==> src/rtl/sort_pkg.sv <==
// Types and constants shared by the sort host sequencer and the sort datapath.
// Declarations only: no latency and no flow control.
package sort_pkg;

    localparam int SORT_DATA_WIDTH = 16;

    typedef enum logic [2:0] {
        ST_LOAD,
        ST_START,
        ST_WAIT,
        ST_RD_REQ,
        ST_RD_CAP,
        ST_OUT
    } sort_host_state_t;

    // Address/counter width for a job of n words; a 1-word job still needs one bit.
    function automatic int addr_width(input int n);
        return (n > 1) ? $clog2(n) : 1;
    endfunction

endpackage

==> src/rtl/sort_stream_host_if.sv <==
// Bundle between the sort host and its neighbours: input/output streams, start/done, memory port.
// Wires only: no latency; valid/ready on both streams.
interface sort_stream_host_if
    import sort_pkg::*;
#(
    parameter int DATA_WIDTH = SORT_DATA_WIDTH,
    parameter int ADDR_WIDTH = 2
);
    logic                  s_valid;
    logic [DATA_WIDTH-1:0] s_data;
    logic                  s_ready;
    logic                  m_valid;
    logic [DATA_WIDTH-1:0] m_data;
    logic                  m_last;
    logic                  m_ready;
    logic                  sort_start;
    logic                  sort_done;
    logic                  mem_owner;
    logic                  mem_en;
    logic                  mem_we;
    logic [ADDR_WIDTH-1:0] mem_addr;
    logic [DATA_WIDTH-1:0] mem_wdata;
    logic [DATA_WIDTH-1:0] mem_rdata;
    logic                  busy;

    modport master (
        input  s_valid, s_data, m_ready, sort_done, mem_rdata,
        output s_ready, m_valid, m_data, m_last, sort_start,
               mem_owner, mem_en, mem_we, mem_addr, mem_wdata, busy
    );

    modport slave (
        output s_valid, s_data, m_ready, sort_done, mem_rdata,
        input  s_ready, m_valid, m_data, m_last, sort_start,
               mem_owner, mem_en, mem_we, mem_addr, mem_wdata, busy
    );
endinterface

==> src/rtl/sort_stream_host.sv <==
// Loads N words into sort memory, kicks the sorter, then streams the sorted words back out.
// Latency: 1 cycle/word in, 3 cycles/word out; output stalls hold m_data/m_last and issue no reads.
module sort_stream_host
    import sort_pkg::*;
#(
    parameter int DATA_WIDTH = SORT_DATA_WIDTH,
    parameter int N          = 4,
    localparam int ADDR_WIDTH = addr_width(N)
) (
    input logic               clk,
    input logic               rst,
    sort_stream_host_if.master bus
);

    localparam logic [ADDR_WIDTH-1:0] LAST_IDX = ADDR_WIDTH'(N - 1);

    sort_host_state_t      state_q, state_d;
    logic [ADDR_WIDTH-1:0] cnt_q, cnt_d;
    logic [DATA_WIDTH-1:0] m_data_q, m_data_d;
    logic                  m_last_q, m_last_d;
    logic                  cnt_last;

    assign cnt_last = (cnt_q == LAST_IDX);

    always_ff @(posedge clk) begin
        if (rst) begin
            state_q  <= ST_LOAD;
            cnt_q    <= '0;
            m_data_q <= '0;
            m_last_q <= 1'b0;
        end else begin
            state_q  <= state_d;
            cnt_q    <= cnt_d;
            m_data_q <= m_data_d;
            m_last_q <= m_last_d;
        end
    end

    always_comb begin
        state_d  = state_q;
        cnt_d    = cnt_q;
        m_data_d = m_data_q;
        m_last_d = m_last_q;
        case (state_q)
            ST_LOAD: begin
                if (bus.s_valid) begin
                    if (cnt_last) begin
                        cnt_d   = '0;
                        state_d = ST_START;
                    end else begin
                        cnt_d = cnt_q + 1'b1;
                    end
                end
            end
            ST_START: state_d = ST_WAIT;
            ST_WAIT: begin
                if (bus.sort_done) state_d = ST_RD_REQ;
            end
            ST_RD_REQ: state_d = ST_RD_CAP;
            ST_RD_CAP: begin
                m_data_d = bus.mem_rdata;
                m_last_d = cnt_last;
                state_d  = ST_OUT;
            end
            ST_OUT: begin
                if (bus.m_ready) begin
                    if (m_last_q) begin
                        cnt_d   = '0;
                        state_d = ST_LOAD;
                    end else begin
                        cnt_d   = cnt_q + 1'b1;
                        state_d = ST_RD_REQ;
                    end
                end
            end
            default: state_d = ST_LOAD;
        endcase
    end

    // Outputs are forced to idle while rst is high, not just after it is sampled.
    always_comb begin
        bus.s_ready    = 1'b0;
        bus.m_valid    = 1'b0;
        bus.sort_start = 1'b0;
        bus.mem_owner  = 1'b0;
        bus.mem_en     = 1'b0;
        bus.mem_we     = 1'b0;
        bus.mem_addr   = '0;
        bus.mem_wdata  = '0;
        bus.m_data     = rst ? '0 : m_data_q;
        bus.m_last     = rst ? 1'b0 : m_last_q;
        bus.busy       = !rst && ((state_q != ST_LOAD) || (cnt_q != '0));
        if (!rst) begin
            case (state_q)
                ST_LOAD: begin
                    bus.s_ready   = 1'b1;
                    bus.mem_owner = 1'b1;
                    if (bus.s_valid) begin
                        bus.mem_en    = 1'b1;
                        bus.mem_we    = 1'b1;
                        bus.mem_addr  = cnt_q;
                        bus.mem_wdata = bus.s_data;
                    end
                end
                ST_START: bus.sort_start = 1'b1;
                ST_RD_REQ: begin
                    bus.mem_owner = 1'b1;
                    bus.mem_en    = 1'b1;
                    bus.mem_addr  = cnt_q;
                end
                ST_RD_CAP: bus.mem_owner = 1'b1;
                ST_OUT: begin
                    bus.mem_owner = 1'b1;
                    bus.m_valid   = 1'b1;
                end
                default: ;
            endcase
        end
    end

endmodule

==> src/flat_wrapper.sv <==
// flat-port wrapper written by rule: the top's interface ports become plain ports
module sort_stream_host_flat import sort_pkg::*;
#(
    parameter int DATA_WIDTH = SORT_DATA_WIDTH,
    parameter int N          = 4,
    localparam int ADDR_WIDTH = addr_width(N)
)
  (clk, rst, bus_s_valid, bus_s_data, bus_m_ready, bus_sort_done, bus_mem_rdata, bus_s_ready, bus_m_valid, bus_m_data, bus_m_last, bus_sort_start, bus_mem_owner, bus_mem_en, bus_mem_we, bus_mem_addr, bus_mem_wdata, bus_busy);
  sort_stream_host_if #(.DATA_WIDTH(DATA_WIDTH), .ADDR_WIDTH((2))) bus_i ();
  input logic clk;
  input logic rst;
  input wire logic [$bits(bus_i.s_valid)-1:0] bus_s_valid;
  input wire logic [$bits(bus_i.s_data)-1:0] bus_s_data;
  input wire logic [$bits(bus_i.m_ready)-1:0] bus_m_ready;
  input wire logic [$bits(bus_i.sort_done)-1:0] bus_sort_done;
  input wire logic [$bits(bus_i.mem_rdata)-1:0] bus_mem_rdata;
  output wire logic [$bits(bus_i.s_ready)-1:0] bus_s_ready;
  output wire logic [$bits(bus_i.m_valid)-1:0] bus_m_valid;
  output wire logic [$bits(bus_i.m_data)-1:0] bus_m_data;
  output wire logic [$bits(bus_i.m_last)-1:0] bus_m_last;
  output wire logic [$bits(bus_i.sort_start)-1:0] bus_sort_start;
  output wire logic [$bits(bus_i.mem_owner)-1:0] bus_mem_owner;
  output wire logic [$bits(bus_i.mem_en)-1:0] bus_mem_en;
  output wire logic [$bits(bus_i.mem_we)-1:0] bus_mem_we;
  output wire logic [$bits(bus_i.mem_addr)-1:0] bus_mem_addr;
  output wire logic [$bits(bus_i.mem_wdata)-1:0] bus_mem_wdata;
  output wire logic [$bits(bus_i.busy)-1:0] bus_busy;
  assign bus_i.s_valid = bus_s_valid;
  assign bus_i.s_data = bus_s_data;
  assign bus_i.m_ready = bus_m_ready;
  assign bus_i.sort_done = bus_sort_done;
  assign bus_i.mem_rdata = bus_mem_rdata;
  assign bus_s_ready = bus_i.s_ready;
  assign bus_m_valid = bus_i.m_valid;
  assign bus_m_data = bus_i.m_data;
  assign bus_m_last = bus_i.m_last;
  assign bus_sort_start = bus_i.sort_start;
  assign bus_mem_owner = bus_i.mem_owner;
  assign bus_mem_en = bus_i.mem_en;
  assign bus_mem_we = bus_i.mem_we;
  assign bus_mem_addr = bus_i.mem_addr;
  assign bus_mem_wdata = bus_i.mem_wdata;
  assign bus_busy = bus_i.busy;
  sort_stream_host #(.DATA_WIDTH(DATA_WIDTH), .N(N)) u_core (.clk(clk), .rst(rst), .bus(bus_i));
endmodule
==> config.mk <==
export PLATFORM = sky130hd
export DESIGN_NAME = sort_stream_host_flat
export DESIGN_NICKNAME = d
export VERILOG_FILES = /design/src/rtl/sort_pkg.sv /design/src/rtl/sort_stream_host_if.sv /design/src/rtl/sort_stream_host.sv /design/src/flat_wrapper.sv
export SDC_FILE = /design/constraint.sdc
export NUM_CORES = 1
export LEC_CHECK = 0
export CORE_MARGIN = 5
export CORE_UTILIZATION = 40
export DETAILED_ROUTE_END_ITERATION = 8
export PLACE_DENSITY = 0.86
export SLEW_MARGIN = 10
export SYNTH_ARGS = -nofsm -noshare
export SYNTH_HDL_FRONTEND = slang
export SYNTH_SLANG_ARGS = --single-unit
export TNS_END_PERCENT = 20
==> constraint.sdc <==
create_clock -name clk -period 4.2 [get_ports clk]
set_input_delay 0.84 -clock clk [delete_from_list [all_inputs] [get_ports clk]]
set_output_delay 0.84 -clock clk [all_outputs]
set_load 0.02 [all_outputs]
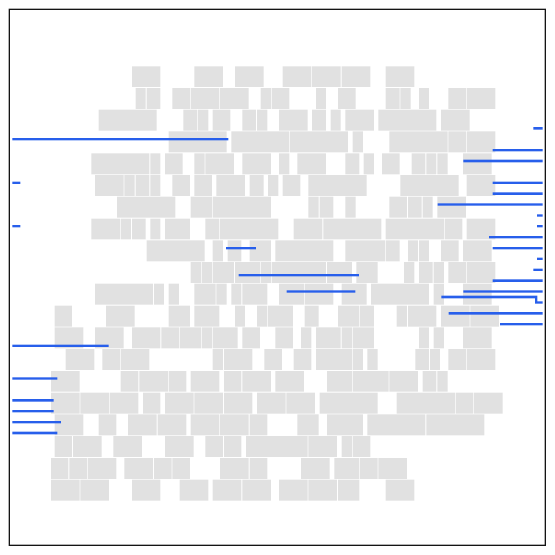
Figure 1: signal wires on met3.
(8 px per um) Cells faint in the background.
- wire length on this layer: 193 um
- share of all routed wire: 5.4%
- nets with wire on the layer: 28
- longest straight run: 26.7 um
- main direction: horizontal
GRT met3 Usage: 4.22%
Total Wirelength: 3570 um

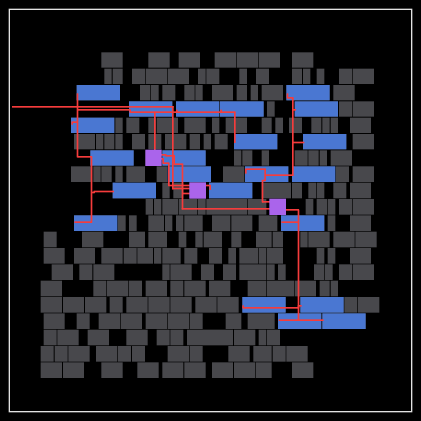
Figure 2: routed clock nets over the placement.
(6 px per um)
- purple: cells driving clock nets (count 3)
- blue: flip-flops (count 22)
- red: clock wires (length 237 um)
- routed clock nets: 4
Clk network pwr share: 24.4%
Worst-Skew Late Latency: 0.30 ns
Worst Skew: 0.00267 ns
clk pwr: 112 uW

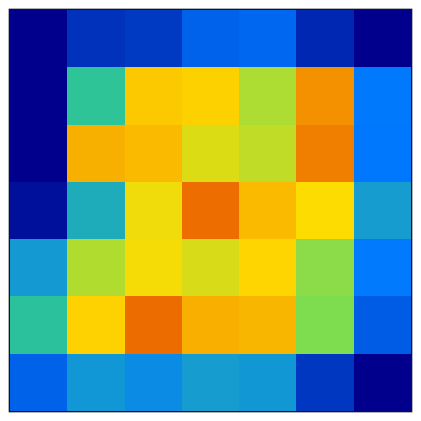
Figure 3: cell density map.
(6 px per um) The die is cut into 7 by 7 equal tiles; dark blue is low, red is high, 0 to 100% covered.
- tiles over 75% full: 27%
- fullest tile: 88%
- densest ninth of the die: middle
Initial Util: 42.0%
core area: 0.00308 mm2
Finished Core Util: 68.3%

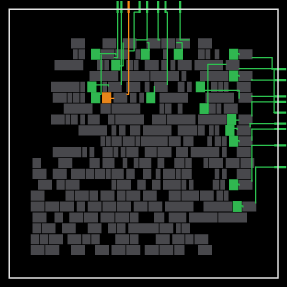
Figure 4: nets reached from selected ports.
(4 px per um)
- green: bus_m_data (bits 16; direction output; end cells 16; wire 252 um)
- orange: bus_m_last (bits 1; direction output; end cells 1; wire 22.6 um)
number of top-level pins: 79
PortBufs: 78

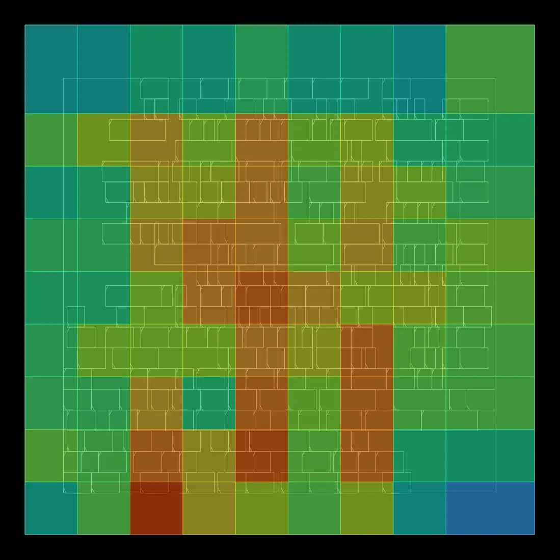
Figure 5: track usage over the die.
GRT Total Usage: 16.7%
grt peak-use layer: met2
met2 usage: 30.7%

==> critical path, delay by kind of cell <==
family / cells / cell delay (ns)
buffers and inverters: 2 / 1.08
AND/OR/NAND/NOR: 2 / 0.79
==> cell usage after synthesis, types with 2 or more instances <==
| master | n |
|---|---|
| nand2_1 | 42 |
| inv_1 | 5 |
| and3_1 | 17 |
| nor2b_1 | 18 |
| or3b_1 | 2 |
| a221oi_1 | 2 |
| ha_1 | 2 |
| clkbuf_1 | 5 |
| a21oi_1 | 18 |
| and2_1 | 4 |
| nor2_1 | 3 |
| buf_2 | 6 |
| buf_4 | 2 |
| dfxtp_1 | 22 |
| o21ai_0 | 2 |
==> state kept, by name (all words and copies together), names as in the netlist <==
register,count
u_core.cnt_q,2
u_core.m_data_q,16
u_core.m_last_q,1
u_core.state_q,3
==> power groups by stage <==
stage / registers [mW] / clock network [mW] / logic, mW
floorplan: 0.220 / 0 / 0.0630
global placement: 0.226 / 0 / 0.125
detailed placement: 0.226 / 0 / 0.126
CTS: 0.221 / 0.117 / 0.127
global route: 0.223 / 0.126 / 0.136
finish: 0.222 / 0.112 / 0.125
==> per-layer routing <==
metal	track usage [%]	wire [um]	part of all wire (%)	vias up
met5	0	0	0	-
met4	3.05	13	0.36	0
met3	4.22	192	5.4	2
met2	30.7	1870	52	31
met1	19.5	1500	42	613
li1	-	-	-	721
==> path summary, 6_finish.rpt <==
check	from	end	slack (ns)	cells past startpoint
setup / recovery	rst	bus_mem_wdata[13]	0.66	4
hold / removal	u_core.m_data_q[10]	u_core.m_data_q[10]	0.46	2
setup reg to reg	u_core.state_q[2]	u_core.m_data_q[14]	2.49	3
hold reg to reg	u_core.m_data_q[10]	u_core.m_data_q[10]	0.46	2
==> area by class of cell <==
| type | instances | area share [%] |
|---|---|---|
| timing repair buffer | 80 | 37.8 |
| multi-input combinational | 129 | 36.0 |
| sequential | 22 | 20.9 |
| tap | 44 | 2.62 |
| clock buffer | 4 | 1.73 |
| inverter | 5 | 0.892 |
==> stage by stage <==
step           cells  setup WS [ns]  utilization (%)
2_1_floorplan    170           1.43                -
5_1_grt          284          0.537             68.3
3_3_place_gp     280          0.682             67.2
6_report         284          0.658             68.3
3_5_place_dp     280          0.631             67.2
4_1_cts          284          0.641             68.3
==> logic make-up after synthesis <==
kind of cell	after synthesis	share of synthesized area (%)
buffers and inverters	19	7.27
XOR/XNOR	1	0.678
flip-flops	22	34.1
AND-OR/OR-AND	31	15.0
AND/OR/NAND/NOR	95	41.0
adder cells (fa/ha/maj)	2	1.94
==> results.py <==
# Metrics from the implementation run
metrics = {
    "outcome": {
        "status": "finished, final reports clean",
    },
    "grt": {
        "grt_pass1_wl_um": 5780,
        "antenna_found_initial": 0,
        "grt_max_degree": 43,
        "grt_pass1_vias": 1262,
        "overflow": 0,
    },
    "critical_path": {
        "max_stage_delay_ns": 0.62,
        "required_ns": 3.36,
        "crit_type": "in2out",
        "crit_path_end_kind": "output pin",
        "crit_chain": "clkdlybuf4s50_1, nor4_4, and3_1, clkdlybuf4s50_1",
        "crit_top_cell": "clkdlybuf4s50_1",
        "cp-start-kind": "primary input",
        "cp.arrival_ns": 2.70,
        "cp_max_fo": 18,
        "slowest_stage": "clkdlybuf4s50_1",
    },
    "final_layout": {
        "n_antenna_cell": 0,
        "drive_gt1_share_pct": 4.17,
        "mostFrequentLayoutCells": "78 x clkdlybuf4s50_1, 42 x nand2_1, 22 x dfxtp_1",
        "fin_nets": 280,
        "fillers": 283,
        "stdcell_area_mm2": 0.00210,
        "lay_top_count": "clkdlybuf4s50_1",
        "flop_area_um2": 440,
        "logic_area_um2": 757,
        "syn_to_final_growth_pct": 62.9,
    },
    "timing": {
        "slew_violations": 0,
        "fmax_mhz": 282,
        "grt_setup_unrepaired": "no",
        "setup_viol": 0,
        "layout_min_cycle_time_ns": 3.54,
        "post-route-period-util_pct": 84.3,
        "worst_hold_slack_ns": 0.457,
        "setup_tns_ns": 0,
        "relSlewSlack_pct": 54.0,
        "worstMarginPinSlew_ns": 0.685,
        "hold_viol": 0,
    },
    "power_and_ir_drop": {
        "vdd.ir_drop.worst_mv": 0.159,
        "swShare_pct": 26.7,
        "switchingPower_uw": 123,
        "power.share.combinational_pct": 27.3,
        "internal_power_uw": 336,
        "pwr_density_cell_mw_per_mm2": 218,
        "power_uw": 459,
        "p_leak_nw": 0.775,
        "seqPwrFrac_pct": 48.3,
    },
    "drt": {
        "wl_per_cell_um": 12.6,
        "vias": 1367,
        "drtPass1Iterations": 4,
        "drt-initial-drc-count": 68,
        "vias_per_cell": 4.81,
        "ant_nets": 0,
        "drc": 0,
    },
    "yosys": {
        "ys.flops": 22,
        "synth.largest_area_cell": "dfxtp_1",
        "ys_seq_share_pct": 34.1,
        "async_flop_share_pct": 0,
        "syn-instance-count": 170,
        "edf_count": 0,
        "netlist.area_leader.share_pct": 34.1,
        "synth.distinct_cells": 35,
        "postSynthAreaPerCell_um2": 7.60,
        "ys_cells": 170,
        "synth.cell_area_mm2": 0.00129,
        "area_leaders": "dfxtp_1 34%, nand2_1 12%, nor2b_1 8.7%",
        "yosys-stat-area_mm2": 0.00129,
        "ys_warn_count": 0,
        "fp_nets": 209,
        "ys.flop_type": "dfxtp_1",
    },
    "die": {
        "die_h_um": 66.8,
        "die_area_mm2": 0.00446,
        "row_count": 20,
        "fp.dieW_um": 66.8,
    },
    "clock_tree": {
        "cts_sinks": 22,
        "h-tree-depth": 1,
        "clk_path_buf_depth": 2,
        "clk_pin_slew_ns": 0.11,
        "cts_buffers": 3,
        "cts_hold_buffers": 0,
        "cts_resized": 0,
        "post-cts-setup-buffers": 0,
        "cts_tree": "done",
        "clockRootBuffer": "clkbuf_4",
    },
    "placed_design": {
        "dpl.hpwl_um": 2770,
        "place_congestion": 0.830,
        "placed_area_mm2": 0.00207,
    },
    "hold_path": {
        "hold_class": "reg2reg",
    },
    "run": {
        "warnings": 27,
        "maxCapViolCount": 0,
    },
}
Power figures rest on the tool's default switching activity, not on a simulated workload.
